[config.mk]
export PLATFORM = sky130hd
export DESIGN_NAME = rv32i_hazard_ctrl
export DESIGN_NICKNAME = d
export VERILOG_FILES = /design/src/rtl/rv32i_hazard_ctrl.sv
export SDC_FILE = /design/constraint.sdc
export NUM_CORES = 1
export LEC_CHECK = 0
export ABC_CLOCK_PERIOD_IN_PS = 5800
export CAP_MARGIN = 20
export CORE_AREA = 2 2 60 62
export CTS_BUF_LIST = sky130_fd_sc_hd__clkbuf_2 sky130_fd_sc_hd__clkbuf_4 sky130_fd_sc_hd__clkbuf_8
export DETAILED_ROUTE_END_ITERATION = 10
export DIE_AREA = 0 0 62 64
export PLACE_DENSITY = 0.87
export SLEW_MARGIN = 15
export SYNTH_ARGS = -nofsm -noshare
export SYNTH_HDL_FRONTEND = slang
export SYNTH_SLANG_ARGS = --single-unit
[constraint.sdc]
create_clock -name clk -period 5.8 [get_ports clk]
set_clock_uncertainty 0.15 [all_clocks]
set_input_delay 1.16 -clock clk [delete_from_list [all_inputs] [get_ports clk]]
set_output_delay 1.16 -clock clk [all_outputs]
set_load 0.01 [all_outputs]
[src/rtl/rv32i_hazard_ctrl.sv]
// RV32I pipeline hazard controller: load-use bubble, taken-branch flush, memory-wait stall/timeout.
// Define HAZARD_PERF_CNT_EN to add saturating stall_cycles / flush_count performance counters.
module rv32i_hazard_ctrl #(
  parameter int unsigned MEM_TIMEOUT = 255,
  parameter int unsigned CNT_W       = 32
) (
  input  logic             clk,
  input  logic             reset,
  input  logic [4:0]       id_rs1_reg,
  input  logic [4:0]       id_rs2_reg,
  input  logic             id_rs1_used,
  input  logic             id_rs2_used,
  input  logic             ex_is_load,
  input  logic             ex_wb_en,
  input  logic [4:0]       ex_wb_reg,
  input  logic             ex_branch_taken,
  input  logic [31:0]      ex_target,
  input  logic             mem_busy,
  output logic             if_stall,
  output logic             id_stall,
  output logic             ex_stall,
  output logic             mem_stall,
  output logic             id_flush,
  output logic             ex_bubble,
  output logic             pc_redirect,
  output logic [31:0]      pc_redirect_addr,
  output logic             timeout_err,
  output logic [1:0]       state
`ifdef HAZARD_PERF_CNT_EN
  ,
  output logic [CNT_W-1:0] stall_cycles,
  output logic [CNT_W-1:0] flush_count
`endif
);

  localparam logic [1:0] StRun     = 2'd0;
  localparam logic [1:0] StFlush   = 2'd1;
  localparam logic [1:0] StMemWait = 2'd2;
  localparam logic [1:0] StError   = 2'd3;

  localparam int unsigned CntW = (MEM_TIMEOUT > 0) ? $clog2(MEM_TIMEOUT + 1) : 1;
  localparam logic [CntW-1:0] TimeoutCnt = CntW'(MEM_TIMEOUT);

  logic [1:0]      state_q, state_d;
  logic [CntW-1:0] wait_cnt_q, wait_cnt_d;
  logic            flush_pend_q, flush_pend_d;
  logic            load_use;

  assign state = state_q;

  // x0 is never a real producer, so a zero destination can never create a hazard
  assign load_use = ex_is_load && ex_wb_en && (ex_wb_reg != 5'd0) &&
                    ((id_rs1_used && (id_rs1_reg == ex_wb_reg)) ||
                     (id_rs2_used && (id_rs2_reg == ex_wb_reg)));

  always_comb begin
    state_d          = state_q;
    wait_cnt_d       = wait_cnt_q;
    flush_pend_d     = flush_pend_q;
    if_stall         = 1'b0;
    id_stall         = 1'b0;
    ex_stall         = 1'b0;
    mem_stall        = 1'b0;
    id_flush         = 1'b0;
    ex_bubble        = 1'b0;
    pc_redirect      = 1'b0;
    timeout_err      = 1'b0;
    pc_redirect_addr = 32'h0;

    unique case (state_q)
      StRun: begin
        if (mem_busy) begin
          {if_stall, id_stall, ex_stall, mem_stall} = 4'hf;
          flush_pend_d = 1'b0;
          state_d      = StMemWait;
        end else if (ex_branch_taken) begin
          pc_redirect = 1'b1;
          id_flush    = 1'b1;
          ex_bubble   = 1'b1;
          state_d     = StFlush;
        end else if (load_use) begin
          if_stall  = 1'b1;
          id_stall  = 1'b1;
          ex_bubble = 1'b1;
        end
      end
      StFlush: begin
        // Squash the word the synchronous IMEM already fetched from the old path
        if (mem_busy) begin
          {if_stall, id_stall, ex_stall, mem_stall} = 4'hf;
          flush_pend_d = 1'b1;
          state_d      = StMemWait;
        end else begin
          id_flush = 1'b1;
          state_d  = StRun;
        end
      end
      StMemWait: begin
        {if_stall, id_stall, ex_stall, mem_stall} = 4'hf;
        if (mem_busy) begin
          wait_cnt_d = wait_cnt_q + CntW'(1);
          if (wait_cnt_d == TimeoutCnt) state_d = StError;
        end else begin
          wait_cnt_d   = '0;
          flush_pend_d = 1'b0;
          state_d      = flush_pend_q ? StFlush : StRun;
        end
      end
      StError: begin
        {if_stall, id_stall, ex_stall, mem_stall} = 4'hf;
        timeout_err = 1'b1;
      end
    endcase

    if (!reset) begin
      {if_stall, id_stall, ex_stall, mem_stall} = 4'h0;
      id_flush    = 1'b0;
      ex_bubble   = 1'b0;
      pc_redirect = 1'b0;
      timeout_err = 1'b0;
    end
    if (pc_redirect) pc_redirect_addr = ex_target;
  end

  always_ff @(posedge clk or negedge reset) begin
    if (!reset) begin
      state_q      <= StRun;
      wait_cnt_q   <= '0;
      flush_pend_q <= 1'b0;
    end else begin
      state_q      <= state_d;
      wait_cnt_q   <= wait_cnt_d;
      flush_pend_q <= flush_pend_d;
    end
  end

`ifdef HAZARD_PERF_CNT_EN
  always_ff @(posedge clk or negedge reset) begin
    if (!reset) begin
      stall_cycles <= '0;
      flush_count  <= '0;
    end else begin
      if (if_stall && (stall_cycles != '1)) stall_cycles <= stall_cycles + CNT_W'(1);
      if (pc_redirect && (flush_count != '1)) flush_count <= flush_count + CNT_W'(1);
    end
  end
`endif

endmodule

**Run 1: clock routing**

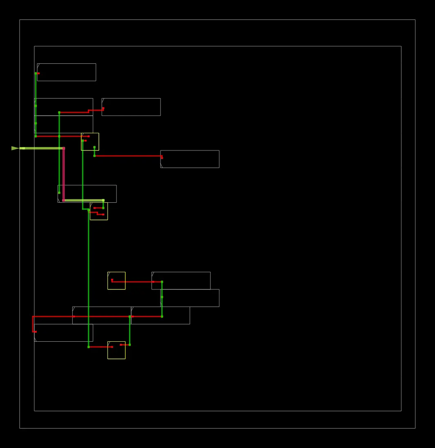
CLK BUF: 4
CTS Buf Count: 3
CTS sink cnt: 11
clk ins delay skew pair: 0.27 ns

**Run 1: cell area per tile**

Scale: 6 px per um. 6 x 6 tiles, from white (low) to dark blue (high), 0 to 100% covered.
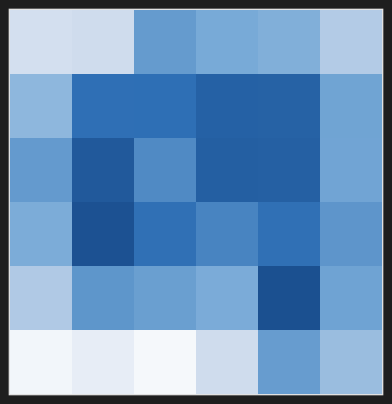
tiles over 75% full = 19%
emptiest ninth of the die = south-west
mean over tiles = 54%
fullest tile = 87%

**Run 1: signal wires by layer**

Scale: 8 px per um.
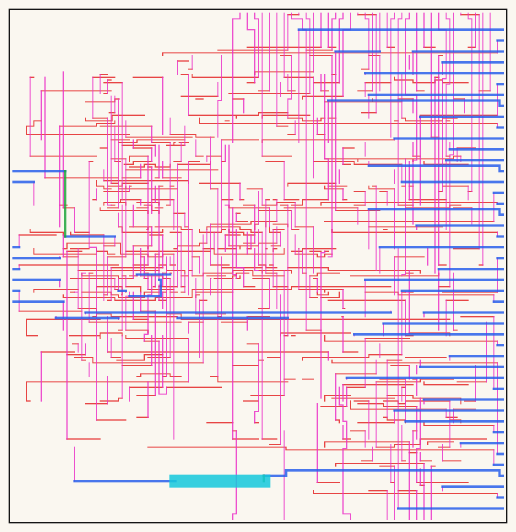
metal 2 -> magenta  # wire length 2050 um
metal 1 -> red  # wire length 1790 um
metal 4 -> green  # wire length 8.80 um
metal 3 -> blue  # wire length 558 um
metal 5 -> cyan  # wire length 11.0 um

==> flow_summary.ini, run 1 <==
; implementation run metrics
[critical_path]
slowest_delay_ns = 0.63
cp_max_fo = 9
worstPathCellList = clkdlybuf4s50_1, clkinv_1, o21ai_0, o21ai_0, nand2b_1, o22ai_1, clkdlybuf4s50_1
r2r_cells = 7
criticalPathCategory = in -> out
startpoint = mem_busy
cp.required_ns = 4.49

[pwr]
comb_power_share = 0.618
ir_worst_vdd_mv = 0.169
netSwitchingFraction = 0.412

[routing]
via_per_inst = 4.87
via_count = 1411
drt_wl_total_mm = 4.42
drt_pre_antenna_iters = 4
route.antenna.remaining_nets = 0

[clock_tree]
cts-resized-gates = 0
postCtsSetupRepairBufs = 0
cts_hold_buf = 0
cts_max_level = 1

[logic_synthesis]
synth_flops = 11
ys_chip_area_um2 = 1150
synth-xor-area-share = 0.0835
synthCells = 149
top_cell_area_share = 0.239
ys_seq_frac = 0.239
top_logic_kind = simple AND/OR/NAND/NOR gates
ys_cells = 149
syn_area_um2 = 1150
syn_area_per_cell_um2 = 7.74
ys_sh_mux = 0.0271

[sta]
rsz0062_at_grt = no
finalSetupViolCount = 0
fmax_ghz = 0.213
slew_violations = 0
worst_pin_slew_ns = 0.601
hold_violations = 0

[die]
io_pins = 97
die-height_um = 64
chipArea_um2 = 3970

[global_route]
use_met3 = 0.0628
grt_first_pass_wirelength_mm = 6.29
antenna_found_initial = 1
grt_pass1_vias = 1237
met1_usage = 0.273

[placement]
dp_hpwl_mm = 3.64
place.port_buffers = 96

[outcome]
status = complete, no violations

[min_path]
hp-class = reg -> reg
run 1: cell type report:
cell class	instances	area [um2]	share of cell area
Timing Repair Buffer	99	983	0.450
Tap cell	46	57.6	0.0263
Multi-Input combinational cell	117	791	0.362
Sequential cell	11	275	0.126
Clock buffer	4	30.0	0.0137
Inverter	13	48.8	0.0223
run 1: per-stage QoR:
stage | cells | setup slack, ns
finish | 290 | 1.10
global route | 290 | 0.922
CTS | 290 | 1.10
detailed placement | 286 | 1.12
global placement | 286 | 1.18
floorplan | 149 | 2.17
run 1: cell usage in the layout (no fill, tap or decap), drive strengths merged:
cell type / n
or4: 1
nand2: 6
o22ai: 8
nor2b: 4
and2: 33
nand4: 2
and2b: 1
mux2: 1
a31oi: 2
a211oi: 1
nand3: 5
o2bb2ai: 1
clkdlybuf4s50: 96
inv: 12
a311oi: 1
a21boi: 2
xnor2: 11
o21ai: 6
nor3b: 2
a2111oi: 1
nor2: 5
a21oi: 8
o211ai: 1
nor3: 1
a21o: 1
a31o: 1
clkinv: 1
buf: 3
or3: 2
mux2i: 2
clkbuf: 4
ha: 6
nand2b: 1
dfrtp: 11
o2111ai: 1
run 1: cell families after synthesis:
kind of cell / after synthesis
and+or+nand+nor: 63
AOI/OAI and AO/OA: 34
buffers and inverters: 21
xor gates and xnor gates: 11
DFF: 11
adders and majority gates: 6
muxes: 3
run 1: sequential cells by signal, summed over array words and instances, names as in the netlist:
register and count:
flush_pend_q 1, wait_cnt_q 8, state 2
run 1: how the worst min path moves through the flow:
stage	start	cells past startpoint	slack (ns)	to
final	wait_cnt_q[6]	2	0.43	wait_cnt_q[6]
after global placement	flush_pend_q	2	0.42	flush_pend_q
after global routing	state[0]	1	0.47	state[0]
after CTS	wait_cnt_q[6]	2	0.43	wait_cnt_q[6]
after detailed placement	wait_cnt_q[6]	2	0.42	wait_cnt_q[6]
after floorplan	wait_cnt_q[6]	2	0.38	wait_cnt_q[6]
run 1: power groups by stage:
stage	clock (W)	sequential (W)	combinational, W
after CTS	0.0000594	0.000151	0.000339
after detailed placement	0	0.000152	0.000336
after floorplan	0	0.000147	0.000202
after global routing	0.0000656	0.000157	0.000372
final	0.0000569	0.000152	0.000337
after global placement	0	0.000150	0.000332
run 1: layer usage:
| layer | up-vias | routed length [um] | share of wire |
|---|---|---|---|
| met2 | 68 | 2050 | 0.46 |
| met5 | - | 11 | 0.0025 |
| met4 | 2 | 8 | 0.0018 |
| li1 | 697 | - | - |
| met3 | 4 | 557 | 0.13 |
| met1 | 640 | 1790 | 0.41 |
run 1: critical path: cells and delay by family:
family / cells / cell delay [ns]
AOI/OAI and AO/OA: 3 / 0.54
buffers and inverters: 3 / 1.54
and+or+nand+nor: 1 / 0.16
**Run 1: sequential cells colored by netlist name**

Scale: 8 px per um. Other sequential cells in the stronger gray, the rest of the logic in the fainter gray.
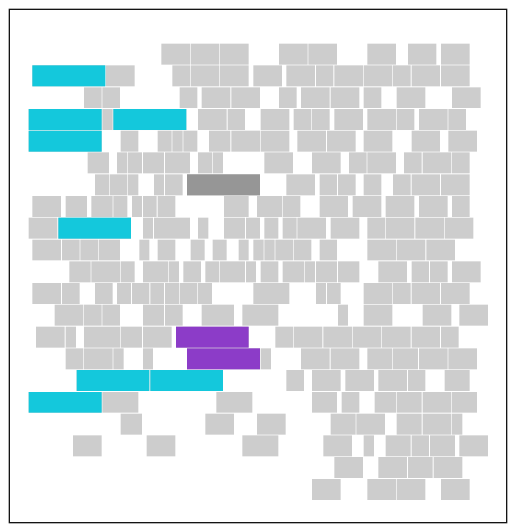

==> run 2, diff against run 1 <==
Settings changed: ABC_CLOCK_PERIOD_IN_PS 5800 to 4120, CORE_AREA 2 2 60 62 to 2 2 66 68, DIE_AREA 0 0 62 64 to 0 0 68 70, PLACE_DENSITY 0.87 to 0.76.
Clock period 5.8 ns to 4.12 ns, I/O delays scaled along.
**Run 2: sequential cells colored by netlist name**

Scale: 6 px per um. Other sequential cells in the stronger gray, the rest of the logic in the fainter gray.
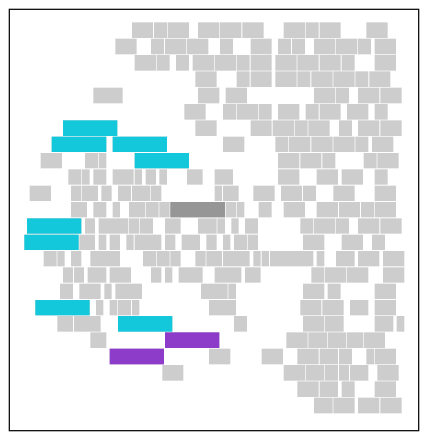
state -> purple  # placed flops 2
wait_cnt_q -> cyan  # placed flops 8
not colored = 1

**Run 2: signal wires by layer**

Scale: 6 px per um.
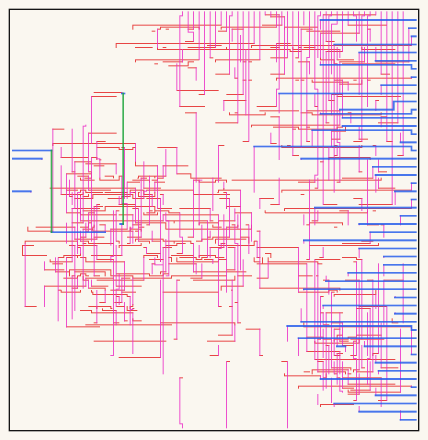
metal 1 -> red  # wire length 1600 um
metal 4 -> green  # wire length 35.4 um
metal 2 -> magenta  # wire length 1870 um
metal 3 -> blue  # wire length 533 um

==> run 2 against run 1 <==
Effect of this change: utilization shrank 13 points; clock power up 100%; first-iteration DRC count decreased by 51%; critical endpoint is now pc_redirect_addr[5]; global-route usage is 5.4 points lower; critical path type unchanged.
==> flow_summary.ini, run 2 <==
; implementation run metrics
[logic_synthesis]
ys_seq_frac = 0.239
synthCells = 149
syn_area_per_cell_um2 = 7.74
ys_chip_area_um2 = 1150

[pwr]
ir_worst_vdd_mv = 0.329

[die]
chipArea_um2 = 4760

[clock_tree]
clock-sinks = 11
cts_buffers = 3
cts_max_level = 1
clk_latency_ns = 0.24

[routing]
drt_pre_antenna_iters = 4
route.antenna.remaining_nets = 0
drt_wl_total_mm = 4.04

[sta]
fmax_ghz = 0.268
worst_pin_slew_ns = 0.577
rsz0062_at_grt = no
slew_violations = 0

[global_route]
grt_first_pass_wirelength_mm = 6.00
antenna_found_initial = 0

[outcome]
status = complete, no violations

[final_layout]
comb_area_um2 = 791
largest_reg_flops = 8
final_common_cell = clkdlybuf4s50_1
fin_cells = 297

[min_path]
hp-class = reg -> reg
holdPathStages = 2

[critical_path]
criticalPathCategory = in -> out
cp_max_fo = 34

[placement]
place.port_buffers = 96
**Run 2: power grid**

Scale: 6 px per um. Pins as bars on the die edge. Tap cells in gray.
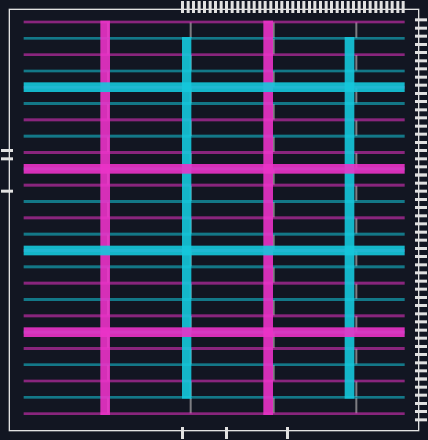
VDD -> cyan
VSS -> magenta
signal pins = 97
rows = 24

run 2: critical path, stage by stage:
cell and delay [ns]:
clkdlybuf4s50_1 0.48, nor2b_1 0.24, nand2_1 0.13, nor2_1 0.19
buf_12 0.19, and2_1 0.13, clkdlybuf4s50_1 0.56
run 2: layer usage:
layer | vias to the layer above | global-route usage | wire, um
met1 | 608 | 0.188 | 1600
li1 | 698 | - | -
met5 | - | 0 | 0
met4 | 0 | 0.0400 | 35
met3 | 4 | 0.0483 | 532
met2 | 57 | 0.287 | 1870
run 2: final timing paths:
kind                         startpoint                  end  slack (ns)
max                            mem_busy  pc_redirect_addr[5]        0.40
min                        flush_pend_q         flush_pend_q        0.43
max reg2reg                    state[1]             state[0]        2.09
min reg2reg                flush_pend_q         flush_pend_q        0.43
max in group asynchronous         reset             state[0]        2.79
min in group asynchronous         reset        wait_cnt_q[3]        0.87
run 2: through the flow:
stage | utilization | hold slack [ns] | power, W | setup slack, ns
6_report | 0.539 | 0.429 | 0.000799 | 0.395
5_1_grt | 0.539 | 0.443 | 0.000878 | 0.230
4_1_cts | 0.539 | 0.429 | 0.000807 | 0.379
3_5_place_dp | 0.527 | 0.423 | 0.000687 | 0.385
3_3_place_gp | 0.527 | 0.408 | 0.000678 | 0.348
2_1_floorplan | - | 0.377 | 0.000490 | 1.16
run 2: final cells by class:
class,count,share of cell area
sequential,11,0.123
multi-input combinational,117,0.354
tap,52,0.0291
inverter,13,0.0219
clock buffer,4,0.0219
timing repair buffer,100,0.450
run 2: cells by family after synthesis:
family                     share of synthesized area
and+or+nand+nor                                0.320
AOI/OAI and AO/OA                              0.190
buffers and inverters                         0.0759
xor gates and xnor gates                      0.0835
DFF                                            0.239
adders and majority gates                     0.0651
muxes                                         0.0271
run 2: where the power goes:
| group | internal, W | switching, W | total (W) | leakage [nW] |
|---|---|---|---|---|
| clock network | 0.0000746 | 0.0000418 | 0.000116 | 0.0262 |
| logic | 0.000252 | 0.000218 | 0.000470 | 0.736 |
| registers | 0.000157 | 0.0000557 | 0.000213 | 0.129 |
| total | 0.000484 | 0.000316 | 0.000799 | 0.891 |
Power figures rest on the tool's default switching activity, not on a simulated workload.
